power_grid.png
Pins as bars on the die edge.
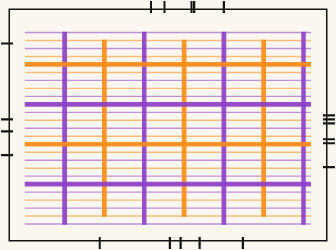
placement_by_type.png
The bar under the picture is 20 µm long.
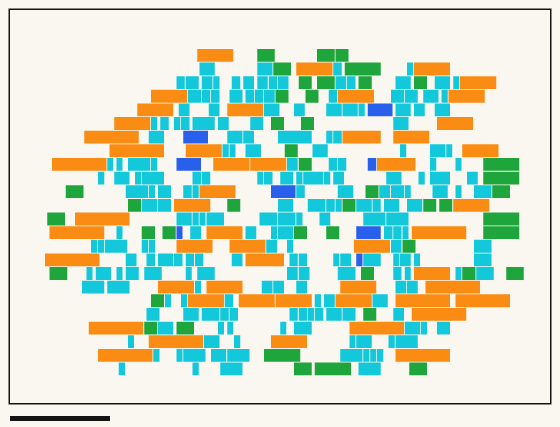
clk_routes.png
The bar under the picture is 20 µm long.
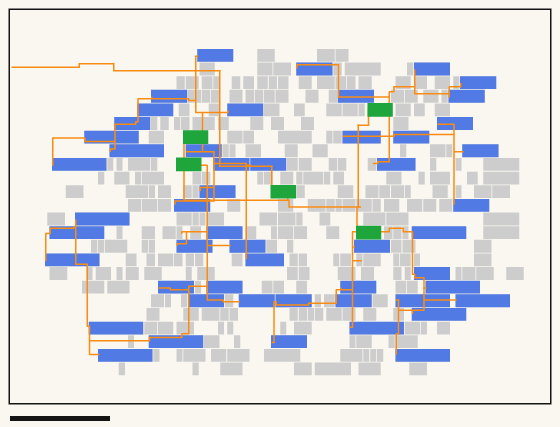
wires.png
Two of the layers only.
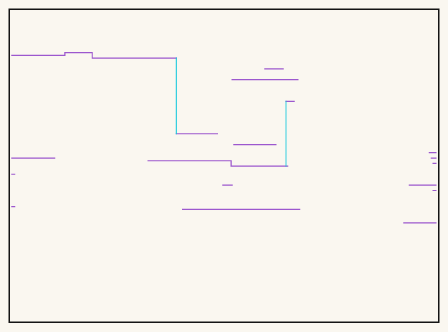
clocks.png
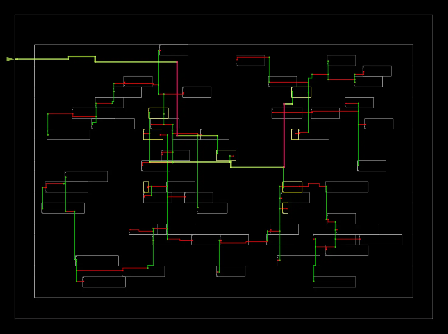
<file path="config.mk">
export PLATFORM = sky130hd
export DESIGN_NAME = move_sequencer_flat
export DESIGN_NICKNAME = d
export VERILOG_FILES = /design/src/rtl/move_sequencer_if.sv /design/src/rtl/move_sequencer.sv /design/src/flat_wrapper.sv
export SDC_FILE = /design/constraint.sdc
export NUM_CORES = 1
export LEC_CHECK = 0
export CAP_MARGIN = 20
export CORE_ASPECT_RATIO = 0.7
export CORE_MARGIN = 5
export CORE_UTILIZATION = 40
export DETAILED_ROUTE_END_ITERATION = 7
export SYNTH_ARGS = -nofsm -noshare
export SYNTH_HDL_FRONTEND = slang
export SYNTH_SLANG_ARGS = --single-unit
</file>
<file path="constraint.sdc">
create_clock -name clk -period 1.8 [get_ports clk]
set_clock_uncertainty 0.05 [all_clocks]
set_input_delay 0.18 -clock clk [delete_from_list [all_inputs] [get_ports clk]]
set_output_delay 0.18 -clock clk [all_outputs]
set_load 0.05 [all_outputs]
</file>
<file path="src/rtl/move_sequencer_if.sv">
// Move/spawn handshake between the sequencer and the 2048 datapath.
// The sequencer is the master; the datapath is the slave.
interface move_sequencer_if;
    logic       move_valid;
    logic [1:0] move_dir;
    logic       move_ready;
    logic       move_done;
    logic       move_changed;
    logic       spawn_req;
    logic       spawn_done;

    modport master (
        output move_valid, move_dir, spawn_req,
        input  move_ready, move_done, move_changed, spawn_done
    );

    modport slave (
        input  move_valid, move_dir, spawn_req,
        output move_ready, move_done, move_changed, spawn_done
    );
endinterface

</file>
<file path="src/rtl/move_sequencer.sv">
// Button debounce, move queue and move/spawn/commit sequencing
// for the 2048 game datapath; owns the welcome-screen state.
module move_sequencer #(
    parameter int DEBOUNCE_FRAMES = 2,
    parameter int QUEUE_DEPTH     = 2,
    parameter int TIMEOUT_CYCLES  = 4096
) (
    input  logic                    clk,
    input  logic                    rst_n,
    input  logic [3:0]              btn,
    input  logic                    frame_tick,
    move_sequencer_if.master        dp,
    output logic                    grid_commit,
    output logic                    show_welcome,
    output logic                    busy,
    output logic                    overflow,
    output logic                    timeout_err
);
    localparam int AW = $clog2(QUEUE_DEPTH);
    localparam int TW = $clog2(TIMEOUT_CYCLES + 1);
    localparam logic [2:0]    DF    = 3'(DEBOUNCE_FRAMES);
    localparam logic [AW:0]   QD    = (AW + 1)'(QUEUE_DEPTH);
    localparam logic [TW-1:0] T_HIT = TW'(TIMEOUT_CYCLES - 1);

    typedef enum logic [2:0] {
        WELCOME, IDLE, ISSUE, WAIT_MOVE, SPAWN, WAIT_FRAME
    } state_t;

    state_t        state, state_nx;
    logic [3:0]    cand, stable, stable_q, press;
    logic [2:0]    cnt [4];
    logic          press_any;
    logic [1:0]    press_dir;
    logic [1:0]    mem [QUEUE_DEPTH];
    logic [AW:0]   wr_ptr, rd_ptr, fill;
    logic          empty, full, pop, push_req, push, drop;
    logic [1:0]    head;
    logic [TW-1:0] tmo_cnt;
    logic          tmo_hit, tmo_fire;
    logic          valid, spawn;

    // Per-button candidate/stability counters advanced on frame ticks
    always_ff @(posedge clk) begin
        if (!rst_n) begin
            cand     <= '0;
            stable   <= '0;
            stable_q <= '0;
            for (int i = 0; i < 4; i++) cnt[i] <= '0;
        end else begin
            stable_q <= stable;
            if (frame_tick) begin
                for (int i = 0; i < 4; i++) begin
                    if (btn[i] == cand[i]) begin
                        if (cnt[i] != DF) cnt[i] <= cnt[i] + 3'd1;
                        if (cnt[i] >= DF - 3'd1) stable[i] <= cand[i];
                    end else begin
                        cand[i] <= btn[i];
                        cnt[i]  <= '0;
                    end
                end
            end
        end
    end

    assign press = stable & ~stable_q;

    // Pick one press per cycle: up > down > left > right
    always_comb begin
        press_any = |press;
        press_dir = 2'd0;
        if (press[0])      press_dir = 2'd0;
        else if (press[1]) press_dir = 2'd1;
        else if (press[2]) press_dir = 2'd2;
        else if (press[3]) press_dir = 2'd3;
    end

    assign fill     = wr_ptr - rd_ptr;
    assign empty    = (wr_ptr == rd_ptr);
    assign full     = (fill == QD);
    assign head     = mem[rd_ptr[AW-1:0]];
    assign pop      = valid && dp.move_ready;
    assign push_req = press_any && (state != WELCOME);
    assign push     = push_req && (!full || pop);
    assign drop     = push_req && full && !pop;

    // Move FIFO; a pop frees the slot for a same-cycle push
    always_ff @(posedge clk) begin
        if (!rst_n) begin
            wr_ptr <= '0;
            rd_ptr <= '0;
            for (int i = 0; i < QUEUE_DEPTH; i++) mem[i] <= '0;
        end else begin
            if (push) begin
                mem[wr_ptr[AW-1:0]] <= press_dir;
                wr_ptr <= wr_ptr + 1'b1;
            end
            if (pop) rd_ptr <= rd_ptr + 1'b1;
        end
    end

    assign tmo_hit = (tmo_cnt == T_HIT);

    // State register, timeout counter and sticky error flags
    always_ff @(posedge clk) begin
        if (!rst_n) begin
            state       <= WELCOME;
            tmo_cnt     <= '0;
            overflow    <= 1'b0;
            timeout_err <= 1'b0;
        end else begin
            state <= state_nx;
            if (state_nx != state &&
                (state_nx == WAIT_MOVE || state_nx == SPAWN))
                tmo_cnt <= '0;
            else if (state == WAIT_MOVE || state == SPAWN)
                tmo_cnt <= tmo_cnt + 1'b1;
            if (drop)     overflow    <= 1'b1;
            if (tmo_fire) timeout_err <= 1'b1;
        end
    end

    // Next-state and handshake outputs
    always_comb begin
        state_nx    = state;
        valid       = 1'b0;
        spawn       = 1'b0;
        grid_commit = 1'b0;
        tmo_fire    = 1'b0;
        unique case (state)
            WELCOME: if (press_any) state_nx = IDLE;
            IDLE:    if (!empty) state_nx = ISSUE;
            ISSUE: begin
                valid = 1'b1;
                if (dp.move_ready) state_nx = WAIT_MOVE;
            end
            WAIT_MOVE: begin
                if (dp.move_done) begin
                    state_nx = dp.move_changed ? SPAWN : IDLE;
                end else if (tmo_hit) begin
                    tmo_fire = 1'b1;
                    state_nx = IDLE;
                end
            end
            SPAWN: begin
                spawn = 1'b1;
                if (dp.spawn_done) begin
                    state_nx = WAIT_FRAME;
                end else if (tmo_hit) begin
                    tmo_fire = 1'b1;
                    state_nx = IDLE;
                end
            end
            WAIT_FRAME: begin
                if (frame_tick) begin
                    grid_commit = 1'b1;
                    state_nx    = IDLE;
                end
            end
            default: state_nx = WELCOME;
        endcase
    end

    assign dp.move_valid = valid;
    assign dp.move_dir   = valid ? head : 2'd0;
    assign dp.spawn_req  = spawn;
    assign show_welcome  = (state == WELCOME);
    assign busy          = (state != IDLE) && (state != WELCOME);
endmodule

</file>
<file path="src/flat_wrapper.sv">
// flat-port wrapper written by rule: the top's interface ports become plain ports
module move_sequencer_flat 
#(
    parameter int DEBOUNCE_FRAMES = 2,
    parameter int QUEUE_DEPTH     = 2,
    parameter int TIMEOUT_CYCLES  = 4096
)
  (clk, rst_n, btn, frame_tick, grid_commit, show_welcome, busy, overflow, timeout_err, dp_move_valid, dp_move_dir, dp_spawn_req, dp_move_ready, dp_move_done, dp_move_changed, dp_spawn_done);
  move_sequencer_if dp_i ();
  input  logic clk;
  input  logic rst_n;
  input  logic [3:0] btn;
  input  logic frame_tick;
  output logic grid_commit;
  output logic show_welcome;
  output logic busy;
  output logic overflow;
  output logic timeout_err;
  output wire logic [$bits(dp_i.move_valid)-1:0] dp_move_valid;
  output wire logic [$bits(dp_i.move_dir)-1:0] dp_move_dir;
  output wire logic [$bits(dp_i.spawn_req)-1:0] dp_spawn_req;
  input wire logic [$bits(dp_i.move_ready)-1:0] dp_move_ready;
  input wire logic [$bits(dp_i.move_done)-1:0] dp_move_done;
  input wire logic [$bits(dp_i.move_changed)-1:0] dp_move_changed;
  input wire logic [$bits(dp_i.spawn_done)-1:0] dp_spawn_done;
  assign dp_move_valid = dp_i.move_valid;
  assign dp_move_dir = dp_i.move_dir;
  assign dp_spawn_req = dp_i.spawn_req;
  assign dp_i.move_ready = dp_move_ready;
  assign dp_i.move_done = dp_move_done;
  assign dp_i.move_changed = dp_move_changed;
  assign dp_i.spawn_done = dp_spawn_done;
  move_sequencer #(.DEBOUNCE_FRAMES(DEBOUNCE_FRAMES), .QUEUE_DEPTH(QUEUE_DEPTH), .TIMEOUT_CYCLES(TIMEOUT_CYCLES)) u_core (.clk(clk), .rst_n(rst_n), .btn(btn), .frame_tick(frame_tick), .dp(dp_i), .grid_commit(grid_commit), .show_welcome(show_welcome), .busy(busy), .overflow(overflow), .timeout_err(timeout_err));
endmodule
</file>
==> reports/metrics.cfg <==
[outcome]
status=finished clean

[clock_network]
cts-htree-levels=2

[finish]
largest_register_ffs=13
areaGrowthSynthToFinish_pct=22.79
seq_share=0.3609
finalInstanceArea_mm2=0.003283
largest_class=combinational gates
drive_gt1_frac=0.1662
instances_no_fill=416

[worst_setup_path]
setup.worst_path.start_class=register
critical_path_arrival_ns=1.50
endpoint=dp_move_dir[1]
worst-path-max-fanout=9
rr_worst_depth=6
critPathKind=register to output port
cp.buffers_inverters=2

[power]
switching_share=0.2482
top_power_group=sequential cells
comb_power_uw=249

[synthesis]
yosysTopAreaCell=dfxtp_1
synth-edff-count=16
ys_sh_mux=0.02620
ys_seq_share=0.4417
top_cells_by_count=nor2_1, dfxtp_1, inv_1

[global_routing]
gr-usage-all-layers=0.1334

[min_path]
hp-start=u_core.tmo_cnt[1]

[placed_design]
place.gp.congestion=0.7783

[timing]
setup_violations=0
tns_ns=0

[route]
wl_met1_um=2902
remaining_drc_errors=0

## Picture notes: power_grid.png
legend:
  VSS:
    colour: purple
  VDD:
    colour: orange
met4 straps: 7
met1 rails: 25

## Picture notes: placement_by_type.png
legend:
  remaining buffers and delay cells:
    colour: green
    cells: 45
  combinational and other logic:
    colour: cyan
    cells: 221
  sequential cells:
    colour: orange
    cells: 51
  clock drivers and dummy loads:
    colour: blue
    cells: 8

## Picture notes: clk_routes.png
legend:
  clock drivers:
    colour: green
    count: 5
  flip-flops:
    colour: blue
    count: 51
  clock wires:
    colour: orange
    length: 634 µm
routed clock nets: 6

## Picture notes: wires.png
legend:
  metal 3:
    colour: purple
    wire_length: 187 µm
  metal 4:
    colour: cyan
    wire_length: 35.4 µm

## Picture notes: clocks.png
registers: 51
clock buffer count from CTS: 5
Clk. pwr: 635 µW
CTS sink count: 51

[repair_timing]
action	4_1_cts	5_1_grt
resized	0	7
endpoints found under the hold margin	0	0
hold buffers	0	0
setup buffers	2	0
pin swaps	1	2
endpoints found under the setup margin	4	13
cloned	0	0
[placed cells by master, fill, tap and decap left out, types with 5 or more instances in the layout]
cell type / n
nand2_1: 10
xor2_1: 10
buf_4: 26
nor2b_1: 5
o211ai_1: 7
dfxtp_1: 32
o21ai_0: 17
buf_12: 7
inv_1: 20
a21oi_1: 12
clkbuf_8: 5
xnor2_1: 10
and2_1: 7
edfxtp_1: 16
nand2b_1: 9
mux2i_1: 7
clkdlybuf4s50_1: 12
o2111ai_1: 6
ha_1: 13
nor2_1: 37
Power and IR drop assume default switching activity.
